### The metal 1 layer, run 1

Cells faint in the background.
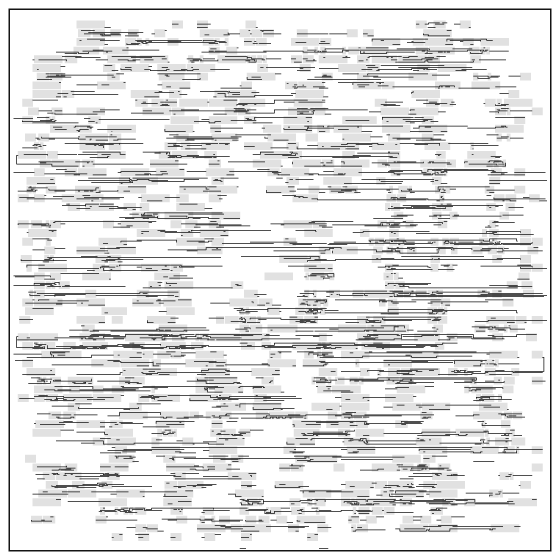
### Signal wires on met2, run 1

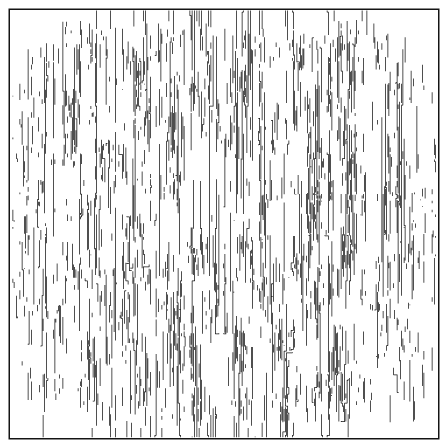
### The metal 4 layer, run 1

Cells faint in the background.
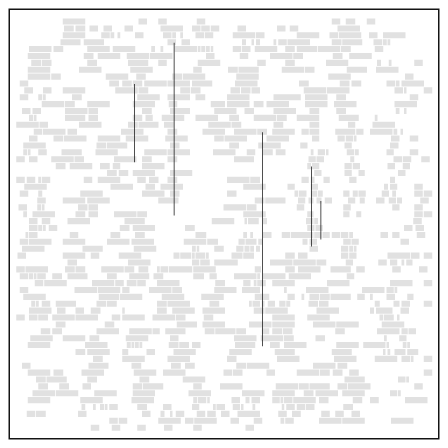
### Cell area per tile, run 1

Bar = 50 um. The die is cut into 17 by 17 equal tiles; dark blue is low, red is high, 0 to 100% covered.
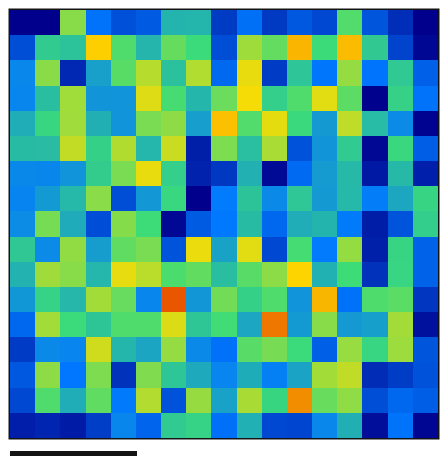
--- config.mk ---
export PLATFORM = sky130hd
export DESIGN_NAME = wb_write_arbiter_flat
export DESIGN_NICKNAME = d
export VERILOG_FILES = /design/src/rtl/wb_write_arbiter_if.sv /design/src/rtl/wb_write_arbiter.sv /design/src/flat_wrapper.sv
export SDC_FILE = /design/constraint.sdc
export NUM_CORES = 1
export LEC_CHECK = 0
export CAP_MARGIN = 20
export CELL_PAD_IN_SITES_DETAIL_PLACEMENT = 0
export CELL_PAD_IN_SITES_GLOBAL_PLACEMENT = 2
export CORE_MARGIN = 2
export CORE_UTILIZATION = 35
export DETAILED_ROUTE_END_ITERATION = 10
export PLACE_DENSITY_LB_ADDON = 0.1
export SLEW_MARGIN = 20
export SYNTH_ARGS = -nofsm -noshare
export SYNTH_HDL_FRONTEND = slang
export SYNTH_SLANG_ARGS = --single-unit
export TNS_END_PERCENT = 50
--- constraint.sdc ---
create_clock -name clk -period 21.3 [get_ports clk]
set_input_delay 6.39 -clock clk [delete_from_list [all_inputs] [get_ports clk]]
set_output_delay 6.39 -clock clk [all_outputs]
set_load 0.02 [all_outputs]
--- src/rtl/wb_write_arbiter_if.sv ---
// Register-file write-port arbiter bus: MEM/WB request, mul/div result
// handshake, ID-stage hazard query and the registered register-file write.
interface wb_write_arbiter_if #(
    parameter int unsigned DW = 32
);
    // MEM/WB pipeline write request
    logic          pipe_regwrite;
    logic [4:0]    pipe_rd;
    logic [DW-1:0] pipe_data;
    logic          pipe_stall;

    // mul/div result handshake
    logic          md_valid;
    logic [4:0]    md_rd;
    logic [DW-1:0] md_data;
    logic          md_ready;

    // ID-stage pending-write query
    logic [4:0]    rs;
    logic [4:0]    rt;
    logic          rs_pending;
    logic          rt_pending;

    // register-file write port
    logic          regwrite;
    logic [4:0]    rd;
    logic [DW-1:0] writedata;

    // Pipeline / mul/div / ID side
    modport master (
        output pipe_regwrite, pipe_rd, pipe_data,
        input  pipe_stall,
        output md_valid, md_rd, md_data,
        input  md_ready,
        output rs, rt,
        input  rs_pending, rt_pending,
        input  regwrite, rd, writedata
    );

    // Arbiter side
    modport slave (
        input  pipe_regwrite, pipe_rd, pipe_data,
        output pipe_stall,
        input  md_valid, md_rd, md_data,
        output md_ready,
        input  rs, rt,
        output rs_pending, rt_pending,
        output regwrite, rd, writedata
    );
endinterface

--- src/rtl/wb_write_arbiter.sv ---
// Arbitrates the single register-file write port between the in-order MEM/WB
// result and queued mul/div results. Mul/div results drain on cycles the
// pipeline leaves free; a wait counter forces a drain (stalling the pipeline)
// when the queue has been starved for MAX_WAIT cycles.
module wb_write_arbiter #(
    parameter int unsigned DW       = 32,
    parameter int unsigned DEPTH    = 4,
    parameter int unsigned MAX_WAIT = 8
) (
    input logic               clk,
    input logic               rst,
    wb_write_arbiter_if.slave bus
);
    localparam int unsigned PtrW  = (DEPTH > 1) ? $clog2(DEPTH) : 1;
    localparam int unsigned CntW  = $clog2(DEPTH + 1);
    localparam int unsigned WaitW = $clog2(MAX_WAIT + 1);

    localparam logic [PtrW-1:0]  PtrOne   = PtrW'(1);
    localparam logic [CntW-1:0]  CntOne   = CntW'(1);
    localparam logic [CntW-1:0]  CntFull  = CntW'(DEPTH);
    localparam logic [WaitW-1:0] WaitOne  = WaitW'(1);
    localparam logic [WaitW-1:0] WaitMax  = WaitW'(MAX_WAIT);

    // Result queue storage
    logic [4:0]       fifo_rd_q   [DEPTH];
    logic [DW-1:0]    fifo_data_q [DEPTH];
    logic [PtrW-1:0]  wr_ptr_q, wr_ptr_d;
    logic [PtrW-1:0]  rd_ptr_q, rd_ptr_d;
    logic [CntW-1:0]  count_q, count_d;

    // Starvation counter
    logic [WaitW-1:0] wait_q, wait_d;

    // Registered write port
    logic             regwrite_q, regwrite_d;
    logic [4:0]       rd_q, rd_d;
    logic [DW-1:0]    wdata_q, wdata_d;

    // Decoded control
    logic             fifo_empty;
    logic             fifo_ready;
    logic             stall;
    logic             pipe_wr;
    logic             push;
    logic             pop;
    logic [DEPTH-1:0] entry_valid;
    logic             rs_fifo_hit;
    logic             rt_fifo_hit;

    assign fifo_empty = (count_q == '0);
    // Ready depends only on occupancy: a full queue never accepts, even on a pop.
    assign fifo_ready = (count_q < CntFull);
    assign stall      = (wait_q == WaitMax) && !fifo_empty;
    // A write to $0 is treated as no write at all.
    assign pipe_wr    = bus.pipe_regwrite && (bus.pipe_rd != 5'd0);
    // Results for $0 are accepted but never queued.
    assign push       = bus.md_valid && fifo_ready && (bus.md_rd != 5'd0);
    // A forced drain wins over the pipeline; otherwise drain only on free slots.
    assign pop        = stall || (!pipe_wr && !fifo_empty);

    // An entry is live when its distance from the head is below the occupancy.
    for (genvar g = 0; g < DEPTH; g++) begin : g_entry_valid
        logic [PtrW-1:0] offset;
        assign offset         = PtrW'(g) - rd_ptr_q;
        assign entry_valid[g] = (CntW'(offset) < count_q);
    end

    // Output-register next state: forced/idle drain, else pipeline, else idle.
    always_comb begin
        regwrite_d = 1'b0;
        rd_d       = rd_q;
        wdata_d    = wdata_q;
        if (pop) begin
            regwrite_d = 1'b1;
            rd_d       = fifo_rd_q[rd_ptr_q];
            wdata_d    = fifo_data_q[rd_ptr_q];
        end else if (pipe_wr) begin
            regwrite_d = 1'b1;
            rd_d       = bus.pipe_rd;
            wdata_d    = bus.pipe_data;
        end
    end

    // Queue pointer and occupancy next state.
    always_comb begin
        wr_ptr_d = wr_ptr_q;
        rd_ptr_d = rd_ptr_q;
        count_d  = count_q;
        if (push) begin
            wr_ptr_d = wr_ptr_q + PtrOne;
        end
        if (pop) begin
            rd_ptr_d = rd_ptr_q + PtrOne;
        end
        unique case ({push, pop})
            2'b10:   count_d = count_q + CntOne;
            2'b01:   count_d = count_q - CntOne;
            default: count_d = count_q;
        endcase
    end

    // Starvation counter: cleared by any drain or an empty queue, saturating.
    always_comb begin
        wait_d = wait_q;
        if (pop || fifo_empty) begin
            wait_d = '0;
        end else if (wait_q != WaitMax) begin
            wait_d = wait_q + WaitOne;
        end
    end

    // Scan live queue entries for the ID-stage source registers.
    always_comb begin
        rs_fifo_hit = 1'b0;
        rt_fifo_hit = 1'b0;
        for (int unsigned i = 0; i < DEPTH; i++) begin
            if (entry_valid[i] && (fifo_rd_q[i] == bus.rs)) begin
                rs_fifo_hit = 1'b1;
            end
            if (entry_valid[i] && (fifo_rd_q[i] == bus.rt)) begin
                rt_fifo_hit = 1'b1;
            end
        end
    end

    // Control state registers; reset drops queued results and the output write.
    always_ff @(posedge clk or posedge rst) begin
        if (rst) begin
            wr_ptr_q   <= '0;
            rd_ptr_q   <= '0;
            count_q    <= '0;
            wait_q     <= '0;
            regwrite_q <= 1'b0;
            rd_q       <= '0;
            wdata_q    <= '0;
        end else begin
            wr_ptr_q   <= wr_ptr_d;
            rd_ptr_q   <= rd_ptr_d;
            count_q    <= count_d;
            wait_q     <= wait_d;
            regwrite_q <= regwrite_d;
            rd_q       <= rd_d;
            wdata_q    <= wdata_d;
        end
    end

    // Queue storage write on push.
    always_ff @(posedge clk or posedge rst) begin
        if (rst) begin
            for (int unsigned i = 0; i < DEPTH; i++) begin
                fifo_rd_q[i]   <= '0;
                fifo_data_q[i] <= '0;
            end
        end else if (push) begin
            fifo_rd_q[wr_ptr_q]   <= bus.md_rd;
            fifo_data_q[wr_ptr_q] <= bus.md_data;
        end
    end

    assign bus.md_ready   = fifo_ready;
    assign bus.pipe_stall = stall;
    assign bus.regwrite   = regwrite_q;
    assign bus.rd         = rd_q;
    assign bus.writedata  = wdata_q;

    // $0 is never pending; otherwise pending if queued or in the output register.
    assign bus.rs_pending = (bus.rs != 5'd0) &&
                            (rs_fifo_hit || (regwrite_q && (rd_q == bus.rs)));
    assign bus.rt_pending = (bus.rt != 5'd0) &&
                            (rt_fifo_hit || (regwrite_q && (rd_q == bus.rt)));

endmodule

--- src/flat_wrapper.sv ---
// flat-port wrapper written by rule: the top's interface ports become plain ports
module wb_write_arbiter_flat 
#(
    parameter int unsigned DW       = 32,
    parameter int unsigned DEPTH    = 4,
    parameter int unsigned MAX_WAIT = 8
)
  (clk, rst, bus_pipe_regwrite, bus_pipe_rd, bus_pipe_data, bus_pipe_stall, bus_md_valid, bus_md_rd, bus_md_data, bus_md_ready, bus_rs, bus_rt, bus_rs_pending, bus_rt_pending, bus_regwrite, bus_rd, bus_writedata);
  wb_write_arbiter_if #(.DW(DW)) bus_i ();
  input logic clk;
  input logic rst;
  input wire logic [$bits(bus_i.pipe_regwrite)-1:0] bus_pipe_regwrite;
  input wire logic [$bits(bus_i.pipe_rd)-1:0] bus_pipe_rd;
  input wire logic [$bits(bus_i.pipe_data)-1:0] bus_pipe_data;
  output wire logic [$bits(bus_i.pipe_stall)-1:0] bus_pipe_stall;
  input wire logic [$bits(bus_i.md_valid)-1:0] bus_md_valid;
  input wire logic [$bits(bus_i.md_rd)-1:0] bus_md_rd;
  input wire logic [$bits(bus_i.md_data)-1:0] bus_md_data;
  output wire logic [$bits(bus_i.md_ready)-1:0] bus_md_ready;
  input wire logic [$bits(bus_i.rs)-1:0] bus_rs;
  input wire logic [$bits(bus_i.rt)-1:0] bus_rt;
  output wire logic [$bits(bus_i.rs_pending)-1:0] bus_rs_pending;
  output wire logic [$bits(bus_i.rt_pending)-1:0] bus_rt_pending;
  output wire logic [$bits(bus_i.regwrite)-1:0] bus_regwrite;
  output wire logic [$bits(bus_i.rd)-1:0] bus_rd;
  output wire logic [$bits(bus_i.writedata)-1:0] bus_writedata;
  assign bus_i.pipe_regwrite = bus_pipe_regwrite;
  assign bus_i.pipe_rd = bus_pipe_rd;
  assign bus_i.pipe_data = bus_pipe_data;
  assign bus_pipe_stall = bus_i.pipe_stall;
  assign bus_i.md_valid = bus_md_valid;
  assign bus_i.md_rd = bus_md_rd;
  assign bus_i.md_data = bus_md_data;
  assign bus_md_ready = bus_i.md_ready;
  assign bus_i.rs = bus_rs;
  assign bus_i.rt = bus_rt;
  assign bus_rs_pending = bus_i.rs_pending;
  assign bus_rt_pending = bus_i.rt_pending;
  assign bus_regwrite = bus_i.regwrite;
  assign bus_rd = bus_i.rd;
  assign bus_writedata = bus_i.writedata;
  wb_write_arbiter #(.DW(DW), .DEPTH(DEPTH), .MAX_WAIT(MAX_WAIT)) u_core (.clk(clk), .rst(rst), .bus(bus_i));
endmodule
==> impl_metrics.ini, run 1 <==
; flow metrics
[timing]
setup_violations = 0
maxSlewViolCount = 0
fin_crit_ns = 14.90
worst_slack_ns = 6.40
fin_tns_setup_ns = 0
final_hold_viol_count = 0

[cells_and_area]
lay_top_cells = dfrtp_1 (195), mux2_2 (140), clkdlybuf4s50_1 (129), xor2_1 (43), nand2_1 (39)
design_area_um2 = 11600
diodes = 0

[synthesis]
synth.avg_cell_area_um2 = 14.0
synth_flops = 197
ys_seq_share_pct = 51.7
ys_cells = 683
syn_area_um2 = 9540
yosysWarnings = 0

[global_route]
first_global_vias = 6281
grt_max_degree = 135
grt_overflow_total = 0
track_usage_pct = 16.8
grt_pass1_wl_um = 36500
antenna_found_initial = 1

[route]
routed_via_density = 5.02
drc_errors = 0
top_layer = met4
wl_met1_um = 10600

[floorplan]
pin_count = 130
fp.dieW_um = 169

[cts]
tritoncts = done
numClockSinks = 197
ctsRootBufferMaster = clkbuf_16
clkTransAtPathRegs_ns = 0.08
cts_made_buffers = 17
insertion_delay_ns = 0.44
postCtsHoldBufs = 0

[min_path]
whs_endpoint = u_core.wait_q[0]
hp-class = flop to flop

[setup_path]
path_max_fanout = 6
endpoint_kind = output port
crit_path_cell_trace = clkdlybuf4s50_1 -> xor2_1 -> nor4_1 -> nand3_1 -> nand4_1 -> o22a_1 -> clkdlybuf4s50_1
reg2reg_from = u_core.count_q[2]
r2r_slack_ns = 18.85
cp_num_cells = 7
critPathSlowestCell = clkdlybuf4s50_1
required_ns = 14.91
crit_top_cell = clkdlybuf4s50_1
crit_buf_inv = 2

[status]
status = finished, final reports clean

[place]
dp_slack_ns = 6.41
gp_congestion = 0.793
-- 'The metal 1 layer' (at the start) --
wire length on this layer	10600 um
longest straight run	100 um
DR vias: 5755
Post-Route WL: 23100 um
met1 Track Usage GR: 21.8%

-- 'Signal wires on met2' (at the start) --
wire length on this layer	11400 um
share of all routed wire	50%
met2 Use GR: 28.8%

-- 'The metal 4 layer' (at the start) --
longest straight run	84.3 um
wire length on this layer	229 um

-- 'Cell area per tile' (at the start) --
mean over tiles	39%
fullest tile	90%
tiles over 75% full	3.1%
nearly empty tiles	3.5%
final core occ: 43.3%
Core ar.: 26900 um2
Initial Utilization: 35.5%

## run 1: state kept, by name, indices dropped and copies added (netlist names)
name / flops
u_core.bus.rd: 5
u_core.bus.regwrite: 1
u_core.bus.writedata: 32
u_core.fifo_data_q: 128
u_core.fifo_rd_q: 20
u_core.wr_ptr_q: 2
u_core.wait_q: 4
u_core.rd_ptr_q: 2
u_core.count_q: 3
## run 1: power breakdown
| group | internal, mW | switching, mW | leakage (nW) | total, mW |
|---|---|---|---|---|
| clock network | 0.168 | 0.160 | 0.292 | 0.328 |
| logic | 0.411 | 0.322 | 2.24 | 0.733 |
| registers | 0.562 | 0.132 | 2.37 | 0.694 |
## run 1: area by class of cell
type	instances	area [um2]
repair buffers	134	1330
flip-flops and latches	197	4930
fillers	2495	15200
multi-input cells	428	4290
clock buffers	18	429
well taps	341	427
clock inverters	14	165
inverters	14	60.1
## run 1: synthesized netlist by cell type, drive strengths merged, types with 3 or more instances
library cell	n	area, um2
xnor2	16	140
nor3	6	30.0
nand4	4	25.0
inv	13	48.8
a21oi	3	15.0
o211ai	4	30.0
nor2	10	37.5
o21ai	40	230
or4	3	22.5
dfrtp	197	4930
clkbuf	15	57.6
nand2	43	191
mux2i	38	380
nor4	4	25.0
ha	11	138
mux4	37	833
buf	29	219
xor2	43	377
mux2	148	1670
nand3	7	35.0
## run 1: cells by family (layout without fill, tap and decap cells)
kind of cell / Yosys count / in the layout / synth area share, %
adder cells (fa/ha/maj): 12 / 12 / 1.65
flip-flops: 197 / 197 / 51.7
AND-OR/OR-AND: 54 / 54 / 3.59
XOR/XNOR: 59 / 59 / 5.41
AND/OR/NAND/NOR: 80 / 80 / 4.05
multiplexers: 223 / 223 / 30.2
buffers and inverters: 58 / 180 / 3.45
==> inputs of run 2 (changes only) <==
==> constraint.sdc (replaced) <==
create_clock -name clk -period 13.8 [get_ports clk]
set_input_delay 4.14 -clock clk [delete_from_list [all_inputs] [get_ports clk]]
set_output_delay 4.14 -clock clk [all_outputs]
set_load 0.02 [all_outputs]
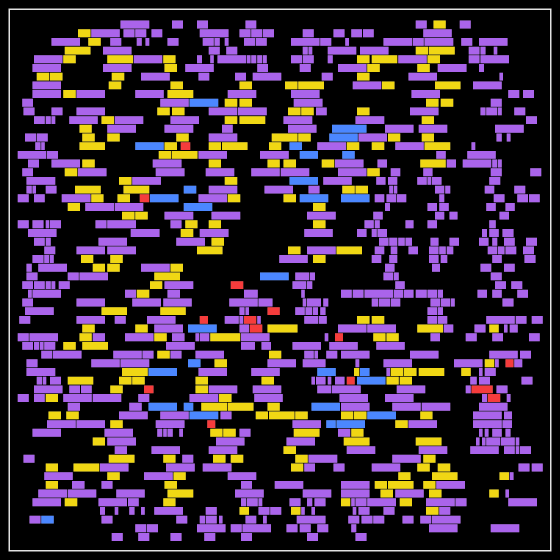
*Cells by drive strength, run 2*
color	size	cells	most used
purple	x1 and smaller	574	dfrtp_1
blue	x6 and larger	28	clkbuf_16
red	x3 and x4	14	buf_4
yellow	x2	188	mux2_2

==> run 2 against run 1 <==
  * Clock power is 55% higher
  * Hold slack better by 0.0036 ns
  * Setup slack worse by 3.0 ns
  * Via count is 1.2% higher
  * Core utilization hardly changed
  * Critical endpoint unchanged
  * Flip-flop count stayed put
  * Critical path depth stayed put
  * Routed wire length is 0.96% higher
==> impl_metrics.ini, run 2 <==
; flow metrics
[floorplan]
fp.dieW_um = 169
core_um2 = 26900
fp_util_pct = 35.5
pin_count = 130

[cells_and_area]
fillCellCount = 2462
largest_register_ffs = 128
top_register = u_core.fifo_data_q
area_growth_pct = 21.9
lay_top_cells = dfrtp_1 (195), mux2_2 (140), clkdlybuf4s50_1 (129), xor2_1 (43), nand2_1 (39)
mi_logic_area_um2 = 4290
diodes = 0
postLayoutCoreUtil_pct = 43.3
regArea_um2 = 4930
design_area_um2 = 11600

[global_route]
first_global_vias = 6399
grt_overflow_total = 0
track_usage_pct = 16.8
grt_pass1_wl_um = 36500
antenna_found_initial = 1
grt_max_degree = 135

[setup_path]
r2r_slack_ns = 11.35
path_max_fanout = 6
endpoint_kind = output port
required_ns = 9.66
cp-start-kind = input pin

[cts]
postCtsSetupBuffers = 0
cts_made_buffers = 17
numClockSinks = 197
insertion_delay_ns = 0.44
tritoncts = done
postCtsHoldBufs = 0
ctsRootBufferMaster = clkbuf_16
clkTransAtPathRegs_ns = 0.07
clockBufferDepth = 2

[synthesis]
simple_gate_area_share_pct = 4.05
synth.avg_cell_area_um2 = 14.0
ys_seq_share_pct = 51.7
aoi_share_pct = 3.59
ys_cells = 683
synth.most_common_cell = dfrtp_1
yosys-top-cells-count = dfrtp_1 (197), mux2_2 (140), xor2_1 (43), nand2_1 (39), mux2i_1 (38)
syn_area_um2 = 9540
synth_flops = 197
synthTopCellsByArea = dfrtp_1 (52%), mux2_2 (17%), mux4_2 (8.7%)
adder_share_pct = 1.65
top_area_share_pct = 51.7
synthTopLogicFamily = multiplexers
ys_sh_xor_pct = 5.41
largest_area_cell = dfrtp_1
yosysWarnings = 0
edf_count = 0
mux_share_pct = 30.2

[status]
status = finished, final reports clean

[route]
drc_errors = 0
routed_via_density = 5.09
num_vias = 5823
finalWirelength_um = 23300

[place]
dp_hpwl_um = 15000
port_buffers = 129
gp_congestion = 0.793

[power]
seqPwrFrac_pct = 39.5
cellInternalPower_mw = 1.76
switching_share_pct = 35.1
combPwrFrac_pct = 41.8
total_power_mw = 2.71
p_sw_uw = 953
powerDensity_nw_per_um2 = 233
p_clk_share_pct = 18.7

[timing]
final_hold_viol_count = 0
fmax_mhz = 96.2
slew_headroom_pct = 34.3
fin_tns_setup_ns = 0
fin_crit_ns = 10.40
setup_violations = 0
maxSlewViolCount = 0

[min_path]
hp-class = flop to flop
## run 2: power by group through the flow
stage	clock network [mW]	registers, mW	logic, mW
6_report	0.507	1.07	1.13
5_1_grt	0.547	1.11	1.23
4_1_cts	0.523	1.08	1.16
3_5_place_dp	0	1.09	1.16
3_3_place_gp	0	1.06	1.13
2_1_floorplan	0	1.07	0.786
## run 2: cell type report
type	instances	share of cell area, %
clock buffer	17	3.66
clock inverter	14	1.42
inverter	14	0.516
multi-input combinational	428	36.9
sequential	197	42.4
tap	341	3.67
timing repair buffer	134	11.4
## run 2: final timing paths
kind / startpoint / endpoint / depth (start not counted)
max reg2reg: u_core.count_q[1] / u_core.bus.writedata[16] / 6
min: u_core.bus.writedata[25] / u_core.bus.writedata[25] / 2
max: bus_rt[4] / bus_rt_pending / 7
min reg2reg: u_core.bus.writedata[25] / u_core.bus.writedata[25] / 2
min in group asynchronous: rst / u_core.fifo_data_q[85] / 2
max in group asynchronous: rst / u_core.rd_ptr_q[1] / 3
## run 2: per-layer routing
layer | up-vias | routed length [um] | track usage (%)
met3 | 13 | 826 | 3.86
met1 | 3040 | 10500 | 21.5
met2 | 108 | 11800 | 29.0
met5 | - | 0 | 0
li1 | 2662 | - | -
met4 | 0 | 202 | 4.09
## run 2: metrics by stage
stage	hold WS (ns)	instances	worst slack, ns
final	0.490	1145	3.40
after floorplan	0.453	683	4.29
after global routing	0.506	1145	3.29
after detailed placement	0.474	1114	3.41
after global placement	0.467	1114	3.37
after CTS	0.494	1145	3.40
## run 2: worst max-delay path, stage by stage
cell             delay, ns
clkdlybuf4s50_1       0.58
xor2_1                0.22
nor4_1                0.28
nand3_1               0.15
nand4_1               0.11
o22a_1                0.16
clkdlybuf4s50_1       0.61
Power and IR drop assume default switching activity.
